$ cat src/rtl/apb_master.sv
// APB requester bridge: turns a level-sampled local request into
// SETUP/ACCESS transfers and returns read data and error status.
module apb_master #(
    parameter int ADDR_WIDTH = 32,
    parameter int DATA_WIDTH = 32
) (
    input  logic                  pclk,
    input  logic                  preset_n,
    input  logic                  trans_i,
    input  logic [ADDR_WIDTH-1:0] addr_i,
    input  logic [DATA_WIDTH-1:0] wdata_i,
    input  logic                  wr_rd_i,
    input  logic                  pready,
    input  logic                  pslverr,
    input  logic [DATA_WIDTH-1:0] prdata,
    output logic                  pselx,
    output logic                  penable,
    output logic                  pwrite,
    output logic [ADDR_WIDTH-1:0] paddr,
    output logic [DATA_WIDTH-1:0] pwdata,
    output logic [DATA_WIDTH-1:0] rdata_o,
    output logic                  trans_err_o
);

    // bit0 = select, bit1 = enable, so the bus controls come straight off flops
    typedef enum logic [1:0] {
        IDLE   = 2'b00,
        SETUP  = 2'b01,
        ACCESS = 2'b11
    } state_t;

    state_t state_q;
    state_t state_d;
    logic   done;
    logic   load;

    assign done = (state_q == ACCESS) && pready;
    assign load = trans_i && ((state_q == IDLE) || done);

    always_ff @(posedge pclk or negedge preset_n) begin
        if (!preset_n) begin
            state_q <= IDLE;
        end else begin
            state_q <= state_d;
        end
    end

    always_comb begin
        state_d = state_q;
        unique case (state_q)
            IDLE:    if (trans_i) state_d = SETUP;
            SETUP:   state_d = ACCESS;
            ACCESS:  if (pready) state_d = trans_i ? SETUP : IDLE;
            default: state_d = IDLE;
        endcase
    end

    always_comb begin
        pselx   = state_q[0];
        penable = state_q[1];
    end

    always_ff @(posedge pclk or negedge preset_n) begin
        if (!preset_n) begin
            pwrite      <= 1'b0;
            paddr       <= '0;
            pwdata      <= '0;
            rdata_o     <= '0;
            trans_err_o <= 1'b0;
        end else begin
            if (load) begin
                paddr  <= addr_i;
                pwrite <= wr_rd_i;
                pwdata <= wdata_i;
            end
            if (done && !pwrite) begin
                rdata_o <= prdata;
            end
            trans_err_o <= done && pslverr;
        end
    end

endmodule

$ cat config.mk
export PLATFORM = sky130hd
export DESIGN_NAME = apb_master
export DESIGN_NICKNAME = d
export VERILOG_FILES = /design/src/rtl/apb_master.sv
export SDC_FILE = /design/constraint.sdc
export NUM_CORES = 1
export LEC_CHECK = 0
export CAP_MARGIN = 20
export CELL_PAD_IN_SITES_DETAIL_PLACEMENT = 0
export CELL_PAD_IN_SITES_GLOBAL_PLACEMENT = 2
export CORE_ASPECT_RATIO = 1.1
export CORE_UTILIZATION = 27
export CTS_CLUSTER_DIAMETER = 100
export CTS_CLUSTER_SIZE = 20
export DETAILED_ROUTE_END_ITERATION = 7
export HOLD_SLACK_MARGIN = 0.05
export MAX_ROUTING_LAYER = met4
export PLACE_DENSITY = 0.84
export SLEW_MARGIN = 30
export SYNTH_ARGS = -nofsm -noshare
export SYNTH_HDL_FRONTEND = slang
export SYNTH_SLANG_ARGS = --single-unit
$ cat constraint.sdc
create_clock -name pclk -period 1.7 [get_ports pclk]
set_clock_uncertainty 0.1 [all_clocks]
set_input_delay 0.34 -clock pclk [delete_from_list [all_inputs] [get_ports pclk]]
set_output_delay 0.34 -clock pclk [all_outputs]
set_load 0.005 [all_outputs]
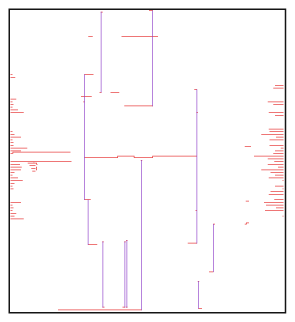
Figure 1: run 1, wiring by layer.
Scale: 2 px per um. Only two layers are drawn.
| layer | colour | wire length |
|---|---|---|
| M3 | red | 540 um |
| M4 | purple | 460 um |
total via count after detailed routing: 4996
total routing resource utilization after global routing: 17.1%

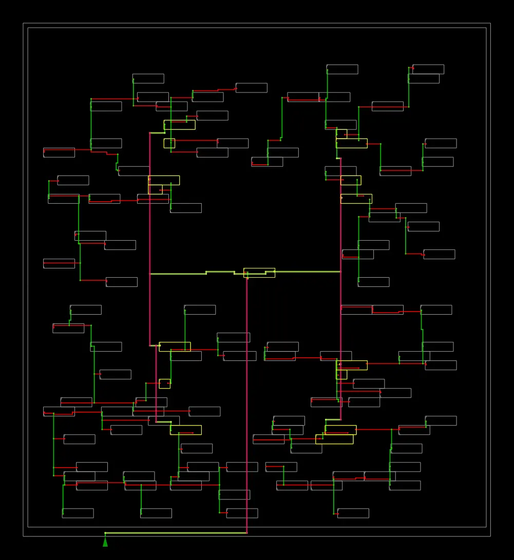
Figure 2: run 1, the clock network.
source-to-sink clock delay at the later pin of the worst-skew pair: 350 ps
clock-net power: 0.00221 W
flop count: 100

==> impl.org, run 1 <==
#+TITLE: Flow metrics

** Power
- Part of the total power dissipated in combinational logic :: 55.8%
- After layout, the design draws a total of ~0.015 W.
- Power density relative to cell area :: roughly 1700 nW/um^2
- Logic power comb :: 0.00834 W
- The leakage power in the latest report is 3.88 nW.
- The highest supply drop recorded on VDD is 0.956 mV.
- In this run, flip-flops and latches consume just under 30% of the power.
- Switching power as a share of total power :: about 36%
- Cell internal power dissipation :: approximately 0.0095 W

** Route
- Per the detail_route log, met3 wirelength is roughly 540 um.
- Drc violations :: 0
- After detailed routing, the wire length on met1 is 7160 um.
- After detailed routing, the total wire length is roughly 17000 um.

** Final layout
- Ant diodes :: 0
- Counting only logic cells after layout, the most numerous master is sky130_fd_sc_hd__clkdlybuf4s50_1.
- In the final layout, the registers with the most flip-flops are paddr: 32 flops, pwdata: 32 flops, rdata_o: 32 flops.
- Number of clock buffers in the layout :: 9
- Clock cells make up between 3 and 4% of the layout cell area.
- Layout inverter count without the clock tree :: 1
- Compared with the post-synthesis result, the final layout area differs by 57.5%.
- NonClk Buf Share :: 32.5%
- Fraction of area in multi-input gates :: 30.9%

** Clocking
- The registers of the reported paths see a clock transition of about 80 ps.
- Buffers inserted to repair hold after CTS numbered 1.
- The tree is rooted in a sky130_fd_sc_hd__clkbuf_16.
- The H-tree was split into 3 levels.
- CTS tree :: built

** Yosys
- Most frequent cells after synthesis :: 100 x sky130_fd_sc_hd__dfrtp_1, 66 x sky130_fd_sc_hd__nand2b_1, 66 x sky130_fd_sc_hd__nor2_1, 65 x sky130_fd_sc_hd__mux2i_1, 65 x sky130_fd_sc_hd__o22ai_1
- Chip Area, Yosys :: ~5400 sq um
- Mux contribution to synthesized area :: around 19%
- Net Count, Synth :: just over 600
- Top-area cell type share of the netlist area :: ~46%
- The synthesis run identifies the leading combinational cell family as multiplexers.
- In the synthesized netlist, the number of instances is 513.
- After Yosys synthesis, full adders, half adders and majority gates account for 0% of the synthesized area.

** Global routing
- Met3 GRT Util :: roughly 2.2%
- First-pass GRT wire length :: between 20000 and 30000 um
- Entering global routing, the biggest net connects between 60 and 70 pins.
- met1 track demand over resource after global routing is a little under a fifth.
- The number of antenna violations at the first check in global routing is 0.
- Met2 usage :: 30.1%

** Placement
- The detailed placer reported the number of placed instances as between 900 and 1000.

** Die
- According to the tapcell log, the count of inserted taps is approximately 250.
- Pin placement for this block handled 202 I/O pins.

** Critical path
- According to the timing report, the arrival time at the worst endpoint equals 1240 ps.
- Largest stage delay on the critical path :: 530 ps
- Category of cells accounting for the largest share of critical-path delay :: buffers and inverters
- Cell-by-cell listing of the critical path :: clkdlybuf4s50_1

** Timing
- Final-layout setup total negative slack :: 0 ps
- In the final report, the number of hold violations comes to 0.
- In this build the clock could be raised as far as roughly 600 MHz.
- Across all setup checks in the final design, the least slack found is ~22 ps.
- Subtracting the final worst setup slack from the clock period gives 1680 ps.

** Run status
- Status :: finished, final reports clean

** Worst hold path
- The min-delay analysis places its worst path in the category primary input to register.
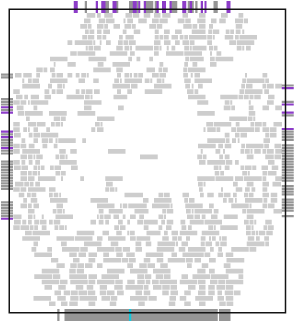
Figure 3: run 1, pin map.
Scale: 2 px per um. Pins as bars across the die edge, other pins in grey.
| port | colour | pins | direction | edge |
|---|---|---|---|---|
| pready | cyan | 1 | input | bottom |
| pwdata | purple | 32 | output | 22 top, 6 left, 4 right |
all pins by edge: 90 bottom, 42 top, 35 right, 35 left
DIE WIDTH: 137 um
count of buffers from port buffering: 201
floorplan die height: 151 um

==> run 2, diff against run 1 <==
Settings changed: CORE_MARGIN from default to 2, HOLD_SLACK_MARGIN 0.05 to default, PLACE_DENSITY 0.84 to 0.81.
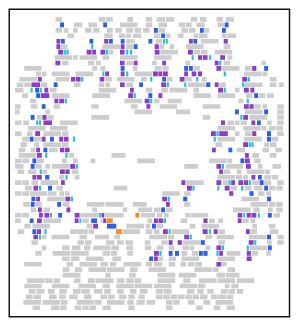
Figure 4: run 2, logic cells by family.
Scale: 2 px per um.
| family | colour | cells |
|---|---|---|
| nor cells | cyan | 66 |
| aoi and oai cells | purple | 133 |
| and/or cells | orange | 3 |
| nand cells | blue | 67 |
final cell count without fillers: 1021
fraction of area in multi-input gates: 30.7%

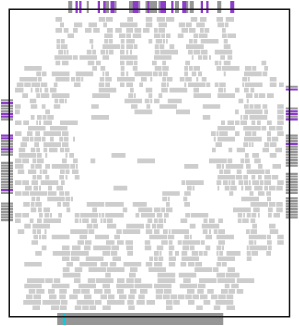
Figure 5: run 2, pin map.
Scale: 2 px per um. Pins as bars across the die edge, other pins in grey.
| port | colour | pins | direction | edge |
|---|---|---|---|---|
| pwdata | purple | 32 | output | 20 top, 7 left, 5 right |
| pready | cyan | 1 | input | bottom |
all pins by edge: 90 bottom, 42 top, 35 right, 35 left
floorplan die height: 153 um
DIE WIDTH: 139 um

==> impl.org, run 2 <==
#+TITLE: Flow metrics

** Run status
- The flow ran to the end, and the final reports show no timing, DRC or antenna violations.

** Power
- The sequential cell fraction of total power is 29.3% (about the same).
- The power dissipated in combinational cells is 0.00852 W (+2%).
- The portion of total power attributed to combinational logic came to 57.0% (+1.2 points).
- Cell internal power dissipation :: 0.00955 W (+0.12%)
- Overall power of the completed layout :: 0.0149 W (about the same)
- The power density relative to cell area is 1730 nW/um^2 (-0.36%).
- Standby leakage power :: 3.90 nW (+0.51%)

** Global routing
- Met1 global-route usage :: 18.0% (-1.1 points)
- The pin count of the biggest net entering global routing was 54 (-18%).
- Met3 GRT Util :: 2.22% (+0.049 points)
- The number of antenna violations at the first check in global routing was 0 (unchanged).
- The met2 track utilization from global routing was 28.4% (-1.6 points).
- Total routing resource utilization after global routing :: 16.2% (-0.91 points)
- First-pass GRT wire length :: 27100 um (+2.8%)

** Worst hold path
- The most critical min-delay path falls under primary input to register.

** Route
- The sum of routed wire segments on met1 is 7100 um (-0.84%).
- The via count is 5036 (+0.80%).
- The detailed route wirelength on metal3 came to 573 um (+6.3%).
- Sum of routed wire length over all layers :: 17100 um (-0.18%)

** Placement
- Count of buffers from port buffering :: 201 (unchanged)
- Cell count after placement :: 941 (+0.43%)

** Clocking
- CTS clock-pin slew for the worst setup and hold paths :: 80 ps (about the same)
- TritonCTS built the clock tree.
- Depth of the CTS H-tree :: 3 (unchanged)
- Clock root cell :: sky130_fd_sc_hd__clkbuf_16

** Final layout
- Flop count :: 100 (unchanged)
- The area growth from synthesis to layout is 58.2%.
- Ant diodes :: 0 (unchanged)
- Fraction of area in clock buffers and inverters :: 3.38% (-0.32 points)
- In the final layout, the registers with the most flip-flops are paddr: 32 flops, pwdata: 32 flops, rdata_o: 32 flops.

** Die
- The number of primary I/O pins came to 202 (unchanged).
- Tapcell count :: 252 (unchanged)

** Timing
- The final-report hold violation count is 0 (unchanged).
- In the final report, the number of pins over their slew limit comes to 0.
- The post-route worst setup slack is 30.3 ps (+8.51 ps).
- F_max :: 599 MHz (+0.51%)
- The time the final worst path needs with I/O delays and setup is 1670 ps (-8.51 ps).
- Final-layout setup total negative slack :: 0 ps (unchanged)

** Yosys
- Instance tally after logic synthesis :: 513 (unchanged)
- Main logic family after synthesis :: multiplexers
- Net Count, Synth :: 615 (unchanged)
- For reference, the top cells by count after synthesis are 100 x sky130_fd_sc_hd__dfrtp_1, 66 x sky130_fd_sc_hd__nand2b_1, 66 x sky130_fd_sc_hd__nor2_1, 65 x sky130_fd_sc_hd__mux2i_1, 65 x sky130_fd_sc_hd__o22ai_1.
- Top-area cell type share of the netlist area :: 45.9% (unchanged)
- The multiplexer fraction of the synthesized cell area came to 18.6% (unchanged).
- Leading cell types by total area after synthesis :: sky130_fd_sc_hd__dfrtp_1 46%, sky130_fd_sc_hd__mux2i_1 12%, sky130_fd_sc_hd__a211oi_1 8.4%

** Critical path
- Largest stage delay on the critical path :: 510 ps (-20 ps)
- The worst setup path is launched from a register.
- Req. time, crit path :: 1260 ps
- Cell-by-cell listing of the critical path :: clkdlybuf4s50_1
- The timing report attributes the biggest portion of critical-path delay to buffers and inverters.
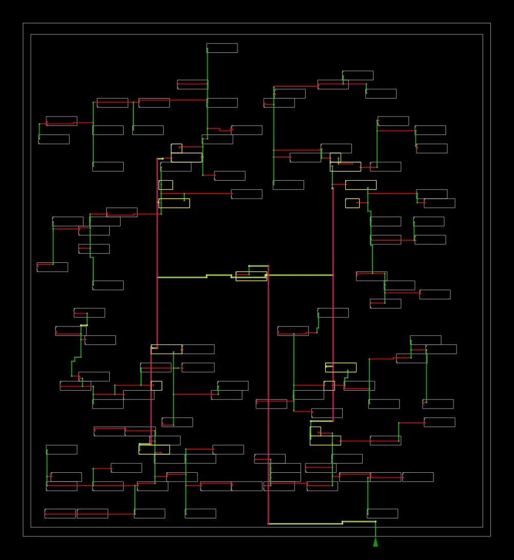
Figure 6: run 2, the clock network.
number of clock buffers in the layout: 9
number of CTS-inserted buffers: 9
clock-net power: 0.00206 W
number of clock sinks: 100

==> run 3, diff against run 2 <==
Settings changed: REMOVE_ABC_BUFFERS from default to 1, SLEW_MARGIN 30 to 20.
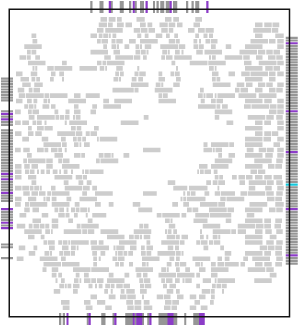
Figure 7: run 3, pin map.
Scale: 2 px per um. Pins as bars across the die edge, other pins in grey.
| port | colour | pins | direction | edge |
|---|---|---|---|---|
| pwdata | purple | 32 | output | 14 bottom, 8 left, 5 top, 5 right |
| pready | cyan | 1 | input | right |

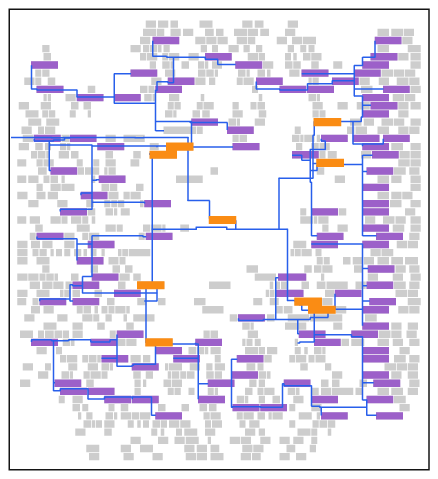
Figure 8: run 3, routed clock nets over the placement.
Scale: 3 px per um.
[clock-net drivers] orange | count: 9
[flip-flops] purple | count: 100
[clock wires] blue | length: 1420 um
flops lie: all over the die
routed clock nets: 10
source-to-sink clock delay at the later pin of the worst-skew pair: 330 ps
clock-net power: 0.00222 W
relative contribution of the clock network to total power: 14.7%

==> impl.org, run 3 <==
#+TITLE: Flow metrics

** Yosys
- Counting instances in the post-synthesis netlist gives the leading cell types as 100 x sky130_fd_sc_hd__dfrtp_1, 66 x sky130_fd_sc_hd__nand2b_1, 66 x sky130_fd_sc_hd__nor2_1, 65 x sky130_fd_sc_hd__mux2i_1, 65 x sky130_fd_sc_hd__o22ai_1.
- Top flip-flop cell by instance count after synthesis :: sky130_fd_sc_hd__dfrtp_1
- Asr flop ratio synth :: 100%
- The multiplexer fraction of the synthesized cell area was 18.6% (unchanged).
- Leading cell types by total area after synthesis :: sky130_fd_sc_hd__dfrtp_1 46%, sky130_fd_sc_hd__mux2i_1 12%, sky130_fd_sc_hd__a211oi_1 8.4%
- After Yosys synthesis, full adders, half adders and majority gates account for 0% of the synthesized area.
- For this design, Yosys synthesis ends with a cell count of roughly 510.
- The post-synthesis instance total came to 513 (unchanged).
- Number of synthesized register bits :: about 100
- The warning tally printed by Yosys for this design is 0.
- The area fraction of the dominant cell type after synthesis was 45.9% (unchanged).
- Simple logic cell fraction of the synthesized area :: around an eighth
- Avg Cell Area, Syn :: between 10 and 15 sq um
- Among the non-sequential cells, multiplexers take the most area.

** Final layout
- The proportion of cell area spent on the clock network was 3.67% (+0.29 points).
- Relative area change from synthesis to final layout :: 57.0%
- FF+latch area :: around 2500 sq um
- The final non-filler cell total came to 1012 (-0.88%).
- The count of sequential standard cells was 100 (unchanged).
- Commonest cells after routing, fill and taps aside :: 150 x sky130_fd_sc_hd__clkdlybuf4s50_1, 98 x sky130_fd_sc_hd__dfrtp_1, 66 x sky130_fd_sc_hd__nor2_1
- The post-route utilization of the core is recorded as 43.2%.
- The registers reported with the highest flop counts are paddr: 32 flops, pwdata: 32 flops, rdata_o: 32 flops.
- The final layout contains 858 nets.
- Fraction of area in multi-input gates :: 30.9% (+0.21 points)
- Fraction of area in registers :: 29.3%
- Number of clock buffers in the layout :: 10 (+1)
- The antenna diode instance count came to 0 (unchanged).

** Power
- Standby leakage power :: 3.75 nW (-3.9%)
- The portion of total power attributed to combinational logic came to 55.9% (-1.1 points).
- The internal power of the cells came to 0.00978 W (+2.4%).
- Power density relative to cell area :: 1770 nW/um^2 (+1.9%)
- The sequential cell fraction of total power was 29.4% (about the same).
- The post-route total power is 0.0151 W (+1.2%).
- The power dissipated in combinational cells is 0.00846 W (-0.7%).
- Switching power of the nets :: approximately 0.0053 W

** Critical path
- STA classifies the critical path endpoint as a primary output.
- The critical path in this run is classified as register to primary output.
- Category of cells accounting for the largest share of critical-path delay :: buffers and inverters
- The delay contributed by the slowest stage of the critical path came to 520 ps (about the same).
- The worst setup path is launched from a register.
- Critical path destination :: paddr[3]
- CP Depth :: 1
- The data required time at the worst endpoint came to 1260 ps (about the same).
- The cell sequence reported for the critical path is clkdlybuf4s50_1.
- Max fanout on the critical path was recorded as 2.

** Timing
- F_max :: 600 MHz (+0.20%)
- Total count of max-transition violations in the final report :: 0 (unchanged)
- The final-layout setup total negative slack came to 0 ps (unchanged).
- Worst-case setup margin in the final layout :: 33.5 ps (+3.28 ps)
- Slew at the pin with the worst max-slew slack :: ~410 ps
- The final-report hold violation count came to 0 (unchanged).
- Final critical delay including setup and external delays :: 1670 ps (-3.29 ps)

** Global routing
- Met1 global-route usage :: 20.5% (+2.5 points)
- The number of antenna violations at the first check in global routing is 0 (unchanged).
- Per the GRT congestion report, total overflow comes to 0.
- Met2 usage :: 25.6% (-2.8 points)
- The layer flagged by global routing as most heavily used is met2.
- The met3 usage in global routing was 3.13% (+0.91 points).
- First-pass GRT wire length :: 26900 um (-0.79%)
- The pin count of the biggest net entering global routing is 68 (+26%).

** Run
- Number of maximum-capacitance violations :: 0
- OpenROAD warnings :: 25

** Worst hold path
- In this run the worst hold path is classified as primary input to register.
- Worst hold path stage count :: 3

** Placement
- Cell count after placement :: 940 (-0.11%)
- The quantity of I/O buffers inserted on ports came to 201 (unchanged).
- Half-perimeter wire length after detailed placement :: around 11000 um

** Route
- The sum of routed wire segments on met1 is 7810 um (+10%).
- Iteration-0 DRC count of the detailed router :: 184
- The detailed route wirelength on metal3 is 981 um (+71%).

** Run status
- Status :: finished, final reports clean

** Die
- The tapcell count came to 252 (unchanged).
- At the floorplan stage, the core utilization is reported as 27.5%.
- Floorplan die height :: 153 um (unchanged)
- I/O pin count :: 202 (unchanged)
- DIE WIDTH :: 139 um (unchanged)

** Clocking
- The number of buffers inserted during clock tree synthesis is 9 (unchanged).
- The TritonCTS sink count came to 100 (unchanged).
- The CTS H-tree depth came to 3 (unchanged).
- CTS clock-pin slew for the worst setup and hold paths :: 70 ps (about the same)
- The cell sitting at the root of the clock tree is a sky130_fd_sc_hd__clkbuf_16.
- CTS tree :: built
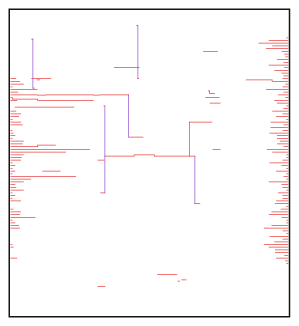
Figure 9: run 3, wiring by layer.
Scale: 2 px per um. Only two layers are drawn.
| layer | colour | wire length |
|---|---|---|
| M3 | red | 982 um |
| M4 | purple | 156 um |
sum of routed wire length over all layers: 17100 um
total via count after detailed routing: 5035
Routed WL per cell: 16.9 um
total routing resource utilization after global routing: 15.9%

No activity file was given, so power comes from the tool's default toggle rates.
